Figure 1. Wiring heat map.
9 x 9 tiles, from white (low) to dark blue (high), scaled to the fullest tile. Values are wire area over tile area, all layers added.
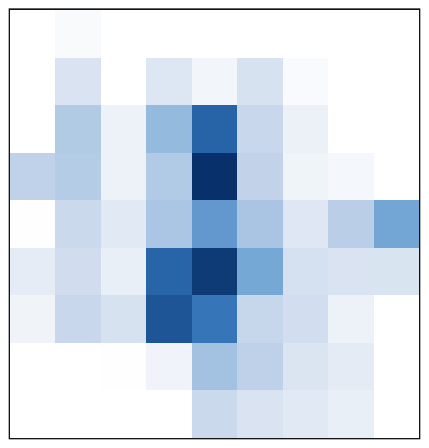
Figure 2. Close-up of the layout.
Bar = 5 µm. Window x 12 to 32, y 21 to 41 µm. Cells in grey, sequential cells in the stronger grey; small squares are vias.
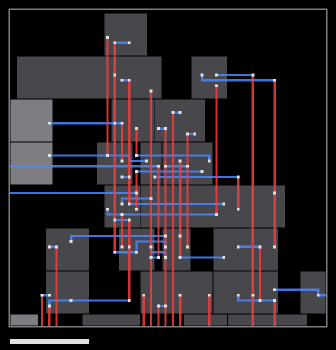
Figure 3. Gate families picked out.
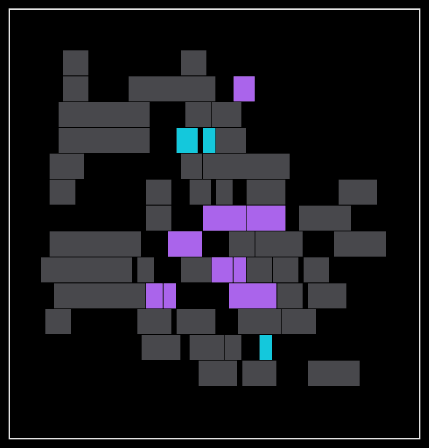
Figure 4. Nets reached from selected ports.
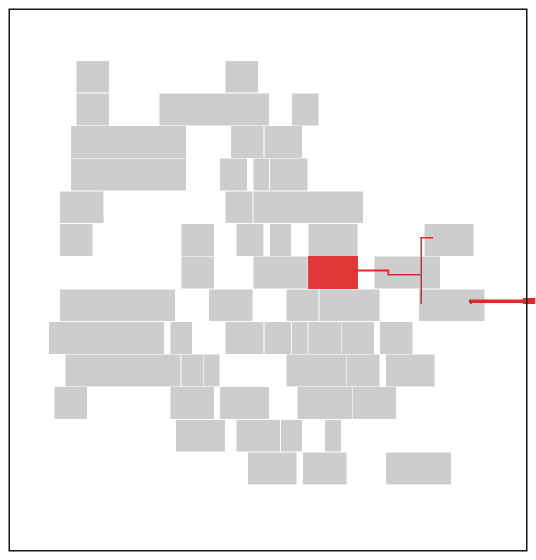
==> config.mk <==
export PLATFORM = sky130hd
export DESIGN_NAME = unidad_control_booth
export DESIGN_NICKNAME = d
export VERILOG_FILES = /design/src/rtl/booth_pkg.sv /design/src/rtl/contador_iter.sv /design/src/rtl/unidad_control_booth.sv
export SDC_FILE = /design/constraint.sdc
export NUM_CORES = 1
export LEC_CHECK = 0
export CORE_AREA = 3 3 40 42
export CTS_BUF_LIST = sky130_fd_sc_hd__clkbuf_4
export CTS_CLUSTER_DIAMETER = 50
export DETAILED_ROUTE_END_ITERATION = 8
export DIE_AREA = 0 0 43 45
export GPL_TIMING_DRIVEN = 0
export PLACE_DENSITY = 0.56
export REMOVE_ABC_BUFFERS = 1
export SLEW_MARGIN = 20
export SYNTH_ARGS = -nofsm -noshare
export SYNTH_HDL_FRONTEND = slang
export SYNTH_SLANG_ARGS = --single-unit
==> constraint.sdc <==
create_clock -name clk -period 1.1 [get_ports clk]
set_input_delay 0.33 -clock clk [delete_from_list [all_inputs] [get_ports clk]]
set_output_delay 0.33 -clock clk [all_outputs]
set_load 0.05 [all_outputs]
==> src/rtl/booth_pkg.sv <==
// Shared definitions for the radix-2 Booth multiplier control unit:
// FSM state encoding, default width and the {q0,qsub1} pair codes.
package booth_pkg;

    // Binary-encoded controller states
    typedef enum logic [2:0] {
        ESPERA   = 3'd0,
        CARGA    = 3'd1,
        EVALUA   = 3'd2,
        DESPLAZA = 3'd3,
        FIN      = 3'd4
    } estado_e;

    // Default multiplier width / iteration count
    localparam int N_DEF = 3;

    // Booth recoding pairs {q0, qsub1}
    localparam logic [1:0] PAR_SUMA  = 2'b01;  // end of a run of ones: A + M
    localparam logic [1:0] PAR_RESTA = 2'b10;  // start of a run of ones: A - M

endpackage

==> src/rtl/contador_iter.sv <==
// Loadable iteration down-counter. Reloads to N, counts down once per
// shift and flags the last iteration (count == 1). Holds at zero, never wraps.
module contador_iter #(
    parameter int N  = 3,
    parameter int CW = $clog2(N+1)
) (
    input  logic clk,
    input  logic rst_n,
    input  logic carga_i,
    input  logic dec_i,
    output logic ultimo_o
);

    logic [CW-1:0] cnt_q;

    // Count register: reload on carga_i, decrement on dec_i
    always_ff @(posedge clk or negedge rst_n) begin
        if (!rst_n)
            cnt_q <= CW'(N);
        else if (carga_i)
            cnt_q <= CW'(N);
        else if (dec_i && (cnt_q != '0))
            cnt_q <= cnt_q - 1'b1;
    end

    assign ultimo_o = (cnt_q == CW'(1));

endmodule

==> src/rtl/unidad_control_booth.sv <==
// Radix-2 Booth multiplier controller: load, N evaluate/shift iterations,
// then hold the result valid until the start request is released.
module unidad_control_booth
    import booth_pkg::*;
#(
    parameter int  N  = N_DEF,
    localparam int CW = $clog2(N+1)
) (
    input  logic clk,
    input  logic reset,
    input  logic comenzar,
    input  logic q0,
    input  logic qsub1,
    output logic CargaA,
    output logic CargaQ,
    output logic CargaM,
    output logic desplaza,
    output logic resta,
    output logic limpia,
    output logic ocupado,
    output logic fin
);

    estado_e state_q, state_d;
    logic    ultimo;

    contador_iter #(.N(N), .CW(CW)) u_contador (
        .clk      (clk),
        .rst_n    (reset),
        .carga_i  (state_q == CARGA),
        .dec_i    (state_q == DESPLAZA),
        .ultimo_o (ultimo)
    );

    // State register
    always_ff @(posedge clk or negedge reset) begin
        if (!reset)
            state_q <= ESPERA;
        else
            state_q <= state_d;
    end

    // Next-state and strobe decode; q0/qsub1 only matter in EVALUA
    always_comb begin
        state_d  = state_q;
        CargaA   = 1'b0;
        CargaQ   = 1'b0;
        CargaM   = 1'b0;
        desplaza = 1'b0;
        resta    = 1'b0;
        limpia   = 1'b0;
        ocupado  = 1'b0;
        fin      = 1'b0;
        unique case (state_q)
            ESPERA: begin
                if (comenzar) state_d = CARGA;
            end
            CARGA: begin
                CargaQ  = 1'b1;
                CargaM  = 1'b1;
                limpia  = 1'b1;
                ocupado = 1'b1;
                state_d = EVALUA;
            end
            EVALUA: begin
                ocupado = 1'b1;
                case ({q0, qsub1})
                    PAR_RESTA: begin
                        CargaA = 1'b1;
                        resta  = 1'b1;
                    end
                    PAR_SUMA: CargaA = 1'b1;
                    default:  ;
                endcase
                state_d = DESPLAZA;
            end
            DESPLAZA: begin
                desplaza = 1'b1;
                ocupado  = 1'b1;
                state_d  = ultimo ? FIN : EVALUA;
            end
            FIN: begin
                fin = 1'b1;
                if (!comenzar) state_d = ESPERA;
            end
            default: state_d = ESPERA;
        endcase
    end

endmodule

==> out/metrics.csv <==
stage;metric;value;unit
clocking;Bufs on Longest Clock Path;2;
timing;skew final;0.000873;ns
route;Routed met3 length;32;µm
route;vias;312;
global_routing;busiest grt layer;met2;
synthesis;Flops after synth;5;
synthesis;Synth Warn #;0;
route;Via-to-Cell Ratio;4.39;
synthesis;area share, top type;23.2;%
power;Logic pwr share;69.4;%
power;PwrDens;3210;nW/µm²
synthesis;number of enable flip-flop cells;0;
timing;Max Slew Vio Count;0;
worst_setup_path;Critical Path AT;1.20;ns
global_routing;global-route wire length before repair;1.39;mm
worst_setup_path;CP Launch Type;flip-flop;
synthesis;yosys cell count;34;
global_routing;GRT met1 Usage;11.1;%
place;Detail Placement HPWL;500;µm
clocking;CTS root buf;clkbuf_4;
route;Max Used Layer;met3;
clocking;TritonCTS clock tree;done;
clocking;clk latency late pin;0.23;ns
timing;RSZ-0062 raised after global routing;yes;
synthesis;synthesis area per yosys;324;µm²
worst_setup_path;Worst R2R End;state_q[1];
timing;Worst-Margin Slew;0.201;ns
route;Pre-Repair DR Iteration Count;2;
synthesis;Cells after Synth;34;
min_path;worst min path class;input pin to async pin;
synthesis;Mapped Area;324;µm²
timing;FMAX;656;MHz
floorplan;Core Rows;13;
global_routing;number of global-route vias before repair;319;
run_status;violated checks;setup timing;
finish;Nets;65;
synthesis;Synth area leader;dfrtp_1;
route;final wirelength;813;µm
run_status;run status;complete, but fails checks;
global_routing;GR Util All Layers;10.2;%
synthesis;Avg Synthesized Cell Area;9.53;µm²
route;1st-iter DRT viols;2;
synthesis;Largest cells by area;dfrtp_1 23%, dfstp_2 16%, ha_1 12%;
clocking;postcts setup bufs;8;
worst_setup_path;crit path capture type;primary output;
place;GPL Wtd Cong;0.658;
finish;Fillers;127;
timing;Hold Vio Cnt, Final;0;
timing;Final WS setup;-0.425;ns
clocking;Hold Buf Count CTS;0;
power;Leak;0.285;nW
worst_setup_path;Worst R2R Path Depth;4;
finish;Area Overhead vs Synth;93.4;%
global_routing;GR met3 Demand/Resource;3.19;%
clocking;htree depth;1;
timing;Slew headroom;86.5;%
floorplan;Die Width;43;µm
finish;layout cells sized above 1;76.8;%
global_routing;met2 Use GR;16.2;%
synthesis;commonest cells in the netlist;4 x nor2_1, 3 x dfrtp_1, 3 x ha_1, 3 x inv_1;
power;Psw;0.000929;W
clocking;post-cts repair resize count;79;
clocking;clk sinks;5;
worst_setup_path;r2r setup slk;-0.07;ns
synthesis;Dominant flop cell;dfrtp_1;
flow_run;maximum capacitance violations;0;
finish;combinational gate area;243;µm²
route;drt drc;0;
power;Switching Share;46.2;%
timing;final setup fails;12;
flow_run;Tool Warnings;28;
global_routing;initial antenna violation count;0;
power;Pint;0.00108;W
finish;Flop area;131;µm²
timing;Period minus WS final;1.53;ns
floorplan;die height;45;µm
worst_setup_path;Worst EP required;0.77;ns
finish;Antenna diodes;0;
route;met2 WL;447;µm
global_routing;largest net degree at the start of global routing;7;
floorplan;floorplan utilization;25.2;%
synthesis;most frequent cell after synthesis;nor2_1;
worst_setup_path;CP Class;flip-flop to primary output;
synthesis;Distinct cells, synth;20;
synthesis;Async SR Flop Fraction;100;%
timing;fin crit share;139;%
timing;Setup TNS Final;-3.18;ns
About Figure 1:
nearly empty tiles: 33%
fullest tile: 0.35
mean over tiles: 0.064

About Figure 2:
[M2] red
[M1] blue
most frequent: buf_4 (4), a31oi_1 (2), ha_4 (2)
sequential cells in the window: 0
cells with their middle in the window: 17

About Figure 3:
[nor cells] purple | cells: 9 | where: middle
[inv cells] cyan | cells: 3 | most used: inv_1
Finished Layout Cells: 71
Top cell excl fill/tap: buf_4
fraction of area in multi-input gates: 38.7%

About Figure 4:
[CargaM] red | direction: output | end cells: 1 | buffers: 1 | wire: 16.8 µm
Port-buffer cells: 12
IO Count: 13

worst max path at each step:
stage	cells after the start	slack (ns)	from	end
after floorplan	2	-1.67	state_q[2]	CargaM
after global placement	5	-1.31	qsub1	CargaA
after detailed placement	5	-1.32	qsub1	CargaA
after CTS	3	-0.41	state_q[2]	CargaA
after global routing	3	-0.48	state_q[1]	CargaA
final	3	-0.43	state_q[2]	CargaA
state kept, by name, indices dropped and copies added, names as in the netlist:
| register | cells |
|---|---|
| state_q | 3 |
| u_contador.cnt_q | 2 |
critical path: stages, from the launching register on:
cell     delay, ns
dfrtp_2       0.43
nor2b_4       0.13
nor3b_2       0.21
buf_6         0.19
metrics by stage:
stage                     instance area (µm²)  util [%]  instances  hold slack [ns]  setup WS (ns)
after CTS                                 607      47.2         71            0.302         -0.407
after floorplan                           309         -         32           0.0344          -1.67
after detailed placement                  448      34.9         59            0.537          -1.32
after global placement                    448      34.9         59            0.518          -1.31
after global routing                      627      48.8         71            0.307         -0.484
final                                     627      48.8         71            0.306         -0.425
cells by family (layout without fill, tap and decap cells):
kind of cell	after synthesis	after routing	share of synthesized area (%)
compound gates	5	5	10.0
simple gates	16	16	30.9
flops	5	5	39.4
fa+ha+maj	3	3	11.6
buf+inv	5	27	8.11
layout make-up:
cell class	count	share of cell area (%)
clock buffer	4	4.79
inverter	3	2.20
multi-input combinational	24	38.7
sequential	5	21.0
tap	15	2.99
timing repair buffer	20	30.3
power by group through the flow:
stage / Combinational (W) / Sequential, W / Clock [W]
after floorplan: 0.000656 / 0.000375 / 0
after global placement: 0.000908 / 0.000404 / 0
after detailed placement: 0.000918 / 0.000402 / 0
after CTS: 0.00132 / 0.000386 / 0.000238
after global routing: 0.00150 / 0.000404 / 0.000246
final: 0.00140 / 0.000389 / 0.000226
Power figures rest on the tool's default switching activity, not on a simulated workload.
